## config.mk

```make
export PLATFORM = sky130hd
export DESIGN_NAME = signmag_minmax_flat
export DESIGN_NICKNAME = d
export VERILOG_FILES = /design/src/rtl/signmag_minmax_if.sv /design/src/rtl/signmag_minmax.sv /design/src/flat_wrapper.sv
export SDC_FILE = /design/constraint.sdc
export NUM_CORES = 1
export LEC_CHECK = 0
export CORE_MARGIN = 2
export CORE_UTILIZATION = 41
export DETAILED_ROUTE_END_ITERATION = 8
export DONT_BUFFER_PORTS = 1
export GPL_ROUTABILITY_DRIVEN = 0
export SLEW_MARGIN = 0
export SYNTH_ARGS = -nofsm -noshare
export SYNTH_HDL_FRONTEND = slang
export SYNTH_SLANG_ARGS = --single-unit
```

## constraint.sdc

```tcl
create_clock -name clk -period 6.3 [get_ports clk]
set_input_delay 1.575 -clock clk [delete_from_list [all_inputs] [get_ports clk]]
set_output_delay 1.575 -clock clk [all_outputs]
set_load 0.01 [all_outputs]
```

## src/rtl/signmag_minmax_if.sv

```systemverilog
// Handshake bundle for signmag_minmax: frame control, sample stream and result port.
interface signmag_minmax_if #(
    parameter int DATA_W = 7,
    parameter int LEN_W  = 4
);
    logic              start;
    logic [LEN_W-1:0]  len;
    logic              in_valid;
    logic [DATA_W-1:0] in_data;
    logic              in_ready;
    logic              out_valid;
    logic [DATA_W-1:0] out_min;
    logic [DATA_W-1:0] out_max;
    logic              out_ready;
    logic              busy;

    modport master (
        output start, len, in_valid, in_data, out_ready,
        input  in_ready, out_valid, out_min, out_max, busy
    );

    modport slave (
        input  start, len, in_valid, in_data, out_ready,
        output in_ready, out_valid, out_min, out_max, busy
    );
endinterface

```

## src/rtl/signmag_minmax.sv

```systemverilog
// Running min/max over a frame of sign-magnitude samples, held until the consumer takes it.
module signmag_minmax #(
    parameter int DATA_W = 7
) (
    input  logic             clk,
    input  logic             rst_n,
    signmag_minmax_if.slave  bus
);
    typedef enum logic [1:0] {IDLE = 2'd0, ACCUM = 2'd1, HOLD = 2'd2} state_t;

    state_t            state, state_next;
    logic [4:0]        cnt_p0;
    logic [4:0]        len_p0;
    logic [DATA_W-1:0] min_p0;
    logic [DATA_W-1:0] max_p0;
    logic [DATA_W-1:0] sample;
    logic              xfer;
    logic              last;

    // -0 folds onto +0 so it can never reach the result registers.
    function automatic logic [DATA_W-1:0] normalise(input logic [DATA_W-1:0] x);
        return (x[DATA_W-2:0] == '0) ? '0 : x;
    endfunction

    function automatic logic signed [DATA_W-1:0] sm_value(input logic [DATA_W-1:0] x);
        logic signed [DATA_W-1:0] mag;
        mag = signed'({1'b0, x[DATA_W-2:0]});
        return x[DATA_W-1] ? -mag : mag;
    endfunction

    assign sample = normalise(bus.in_data);
    assign xfer   = (state == ACCUM) && bus.in_valid;
    assign last   = ((cnt_p0 + 5'd1) == len_p0);

    always_ff @(posedge clk or negedge rst_n) begin
        if (!rst_n) begin
            state <= IDLE;
        end else begin
            state <= state_next;
        end
    end

    always_comb begin
        state_next = state;
        case (state)
            IDLE:    if (bus.start)     state_next = ACCUM;
            ACCUM:   if (xfer && last)  state_next = HOLD;
            HOLD:    if (bus.out_ready) state_next = IDLE;
            default:                    state_next = IDLE;
        endcase
    end

    always_comb begin
        bus.in_ready  = (state == ACCUM);
        bus.out_valid = (state == HOLD);
        bus.busy      = (state != IDLE);
    end

    // Stage p0: frame length, sample count and running extremes.
    always_ff @(posedge clk or negedge rst_n) begin
        if (!rst_n) begin
            cnt_p0 <= '0;
            len_p0 <= '0;
            min_p0 <= '0;
            max_p0 <= '0;
        end else if ((state == IDLE) && bus.start) begin
            cnt_p0 <= '0;
            len_p0 <= (bus.len == 4'd0) ? 5'd16 : {1'b0, bus.len};
        end else if (xfer) begin
            cnt_p0 <= cnt_p0 + 5'd1;
            if (cnt_p0 == 5'd0) begin
                min_p0 <= sample;
                max_p0 <= sample;
            end else begin
                if (sm_value(sample) < sm_value(min_p0)) min_p0 <= sample;
                if (sm_value(sample) > sm_value(max_p0)) max_p0 <= sample;
            end
        end
    end

    assign bus.out_min = min_p0;
    assign bus.out_max = max_p0;
endmodule

```

## src/flat_wrapper.sv

```systemverilog
// flat-port wrapper written by rule: the top's interface ports become plain ports
module signmag_minmax_flat 
#(
    parameter int DATA_W = 7
)
  (clk, rst_n, bus_start, bus_len, bus_in_valid, bus_in_data, bus_out_ready, bus_in_ready, bus_out_valid, bus_out_min, bus_out_max, bus_busy);
  signmag_minmax_if #(.DATA_W(DATA_W)) bus_i ();
  input  logic clk;
  input  logic rst_n;
  input wire logic [$bits(bus_i.start)-1:0] bus_start;
  input wire logic [$bits(bus_i.len)-1:0] bus_len;
  input wire logic [$bits(bus_i.in_valid)-1:0] bus_in_valid;
  input wire logic [$bits(bus_i.in_data)-1:0] bus_in_data;
  input wire logic [$bits(bus_i.out_ready)-1:0] bus_out_ready;
  output wire logic [$bits(bus_i.in_ready)-1:0] bus_in_ready;
  output wire logic [$bits(bus_i.out_valid)-1:0] bus_out_valid;
  output wire logic [$bits(bus_i.out_min)-1:0] bus_out_min;
  output wire logic [$bits(bus_i.out_max)-1:0] bus_out_max;
  output wire logic [$bits(bus_i.busy)-1:0] bus_busy;
  assign bus_i.start = bus_start;
  assign bus_i.len = bus_len;
  assign bus_i.in_valid = bus_in_valid;
  assign bus_i.in_data = bus_in_data;
  assign bus_i.out_ready = bus_out_ready;
  assign bus_in_ready = bus_i.in_ready;
  assign bus_out_valid = bus_i.out_valid;
  assign bus_out_min = bus_i.out_min;
  assign bus_out_max = bus_i.out_max;
  assign bus_busy = bus_i.busy;
  signmag_minmax #(.DATA_W(DATA_W)) u_core (.clk(clk), .rst_n(rst_n), .bus(bus_i));
endmodule
```

Fig. 1: run 1, the metal 1 layer
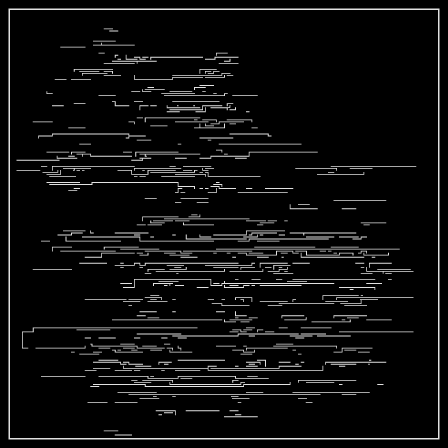
The layer holds 46% of the routed length. 216 nets have wire on it. The longest straight run is 32.2 um. The wires run mostly horizontal. The layer carries 1850 um of wire.

Fig. 2: run 1, the metal 2 layer
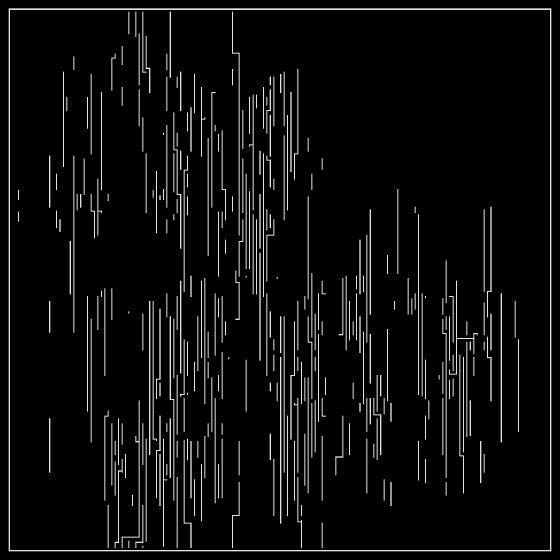
The layer carries 1910 um of wire. 193 nets have wire on it. The layer holds 47% of the routed length. The longest straight run is 24.3 um. The wires run mostly vertical.

==> impl_metrics.json, run 1 <==
{
  "dr_wl_met3_um": 245,
  "ys_area_um2": 1900,
  "fin_area_um2": 2030,
  "sh_comb_area": 0.587,
  "regArea_um2": 651,
  "status": "finished clean",
  "rsz0062_at_grt": "no",
  "r2r_cells": 8,
  "wl_um": 4050,
  "ys_warn_count": 0,
  "grt_util_met2": 0.267,
  "setup_viol": 0,
  "ff2ff_setup_slack_ns": 3.38,
  "pg_clk_mw": 0.144,
  "p_comb_mw": 0.600,
  "cts.clk_slew.worst_paths_ns": 0.09,
  "reg2reg_to": "u_core.bus.out_max[3]",
  "grt_max_degree": 27,
  "cp_cell_sequence": "nor4_2, a21oi_1, o31ai_1, xnor2_1, ha_1, a211oi_1, nand3_1, o21ai_4, mux2_4",
  "critPathSlowestCell": "nor4_2",
  "p_clk_frac": 0.128,
  "fin_nets": 226,
  "intPower_mw": 0.637,
  "drv_cap": 0
}
Fig. 3: run 1, signal wires on met3
Scale bar: 20 um. Cells faint in the background.
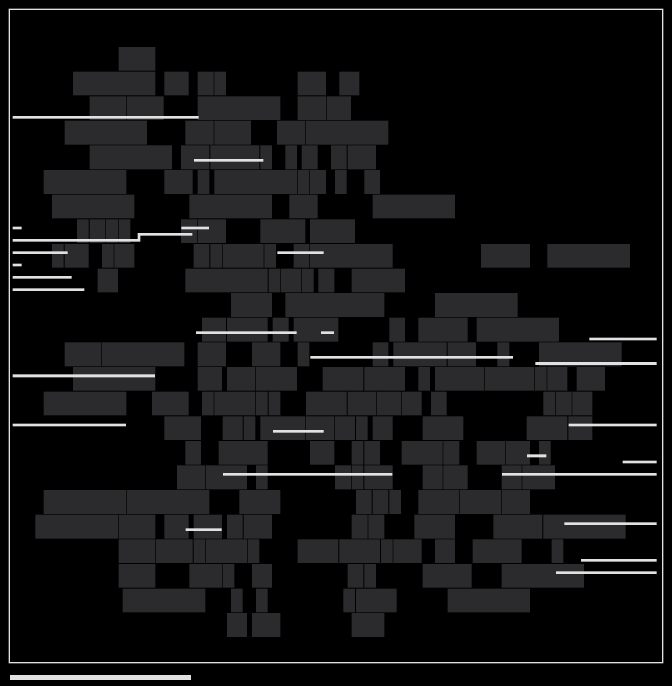
23 nets have wire on it. The layer carries 246 um of wire. The layer holds 6.1% of the routed length. The longest straight run is 22.1 um. The wires run mostly horizontal.

Fig. 4: run 1, routing congestion
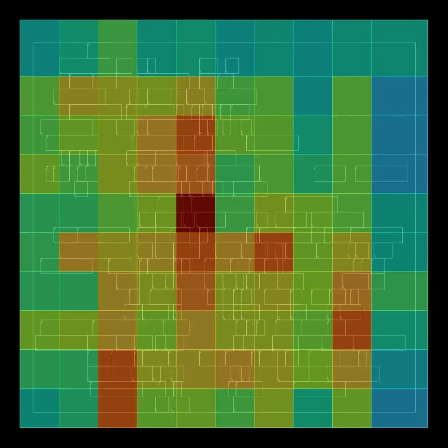

==> run 2: changes to the inputs <==
==> constraint.sdc (replaced) <==
create_clock -name clk -period 3.95 [get_ports clk]
set_input_delay 0.9875 -clock clk [delete_from_list [all_inputs] [get_ports clk]]
set_output_delay 0.9875 -clock clk [all_outputs]
set_load 0.01 [all_outputs]
Fig. 5: run 2, routing congestion
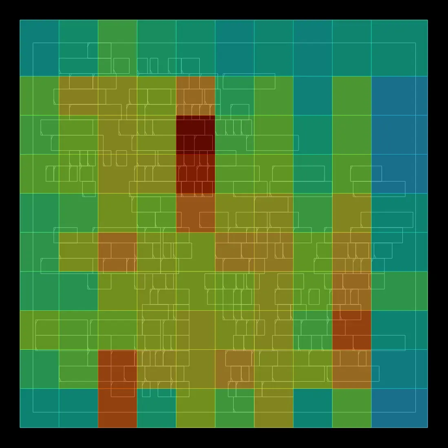
routing usage on met2: 0.252
global route hottest layer: met2
met1 Use GR: 0.219
Total GRT Usage: 0.157

Fig. 6: run 2, the metal 2 layer
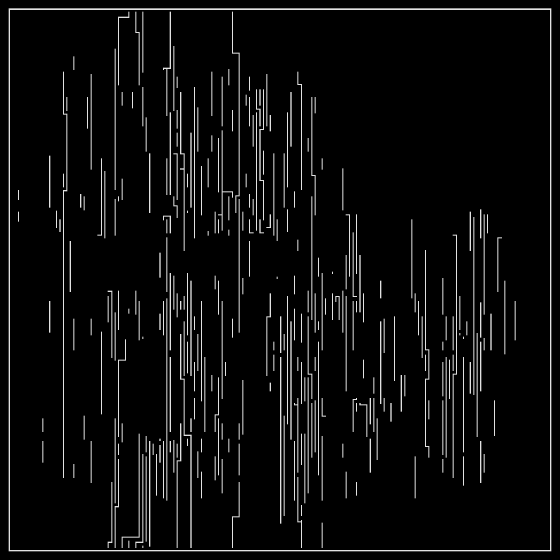
vias: 1367
drt total wl: 3880 um

==> impl_metrics.json, run 2 <==
{
  "status": "finished clean",
  "netlist_instances": 187,
  "dr_wl_met2_um": 1770,
  "wl_met1_um": 1840,
  "crit_arrival_ns": 3.46,
  "logic_gate_count": 146,
  "intPower_mw": 1.01,
  "pwr-share-comb": 0.535,
  "cp_cell_sequence": "nor4_2, a21oi_1, o31ai_1, xnor2_1, ha_1, a211oi_1, nand3_1, o21ai_4, mux2_4",
  "hold_viol": 0,
  "cp.depth": 9,
  "slew_headroom": 0.671,
  "cp.buffers_inverters": 0,
  "initialDrtViolationCount": 50,
  "leakage_nw": 0.919,
  "cts.clk_slew.worst_paths_ns": 0.09,
  "antenna_left": 0,
  "setup_viol": 0,
  "fin_area_um2": 2030,
  "rsz0062_at_grt": "no",
  "regArea_um2": 651,
  "drv_cap": 0,
  "r2r_cells": 8,
  "dr_wl_met3_um": 245,
  "p_comb_mw": 0.949,
  "grt_max_degree": 27,
  "critPathSlowestCell": "nor4_2",
  "ys_area_um2": 1900,
  "critPathLaunch": "bus_in_data[4]",
  "ys_warn_count": 0,
  "synthArstFlopShare": 1.00,
  "reg2reg_to": "u_core.bus.out_max[6]",
  "worstSetupPathType": "input pin to register",
  "p_clk_frac": 0.123,
  "fmax_mhz": 303,
  "antenna_found_initial": 0,
  "pg_clk_mw": 0.219,
  "dp_hpwl_um": 3140,
  "top_cells_by_area": "dfrtp_1 (34%), ha_1 (13%), mux2_2 (6.5%)",
  "sh_comb_area": 0.587,
  "ff2ff_setup_slack_ns": 1.04,
  "fin_nets": 226,
  "clock_area_frac": 0.0351,
  "worst_slew_pin_slew_ns": 0.489,
  "startpoint_type": "input pin"
}
Fig. 7: run 2, register map, names as in the netlist
Scale bar: 20 um.
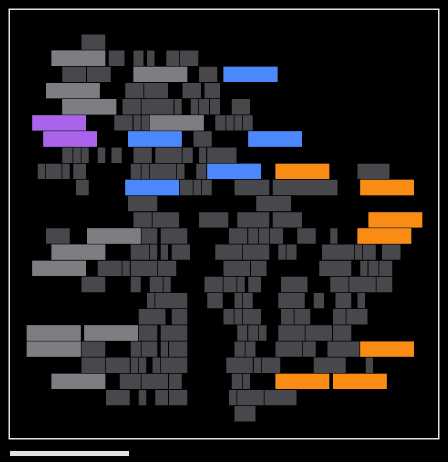
`u_core.cnt_p0`: drawn in blue, flops 5. `u_core.bus.out_max`: drawn in orange, flops 7. `u_core.state`: drawn in purple, flops 2.
Another 12 sequential cells are not coloured.
P_seq: 0.607 mW
sequential cell area share: 0.320

Power is estimated from default activity; no workload was simulated.
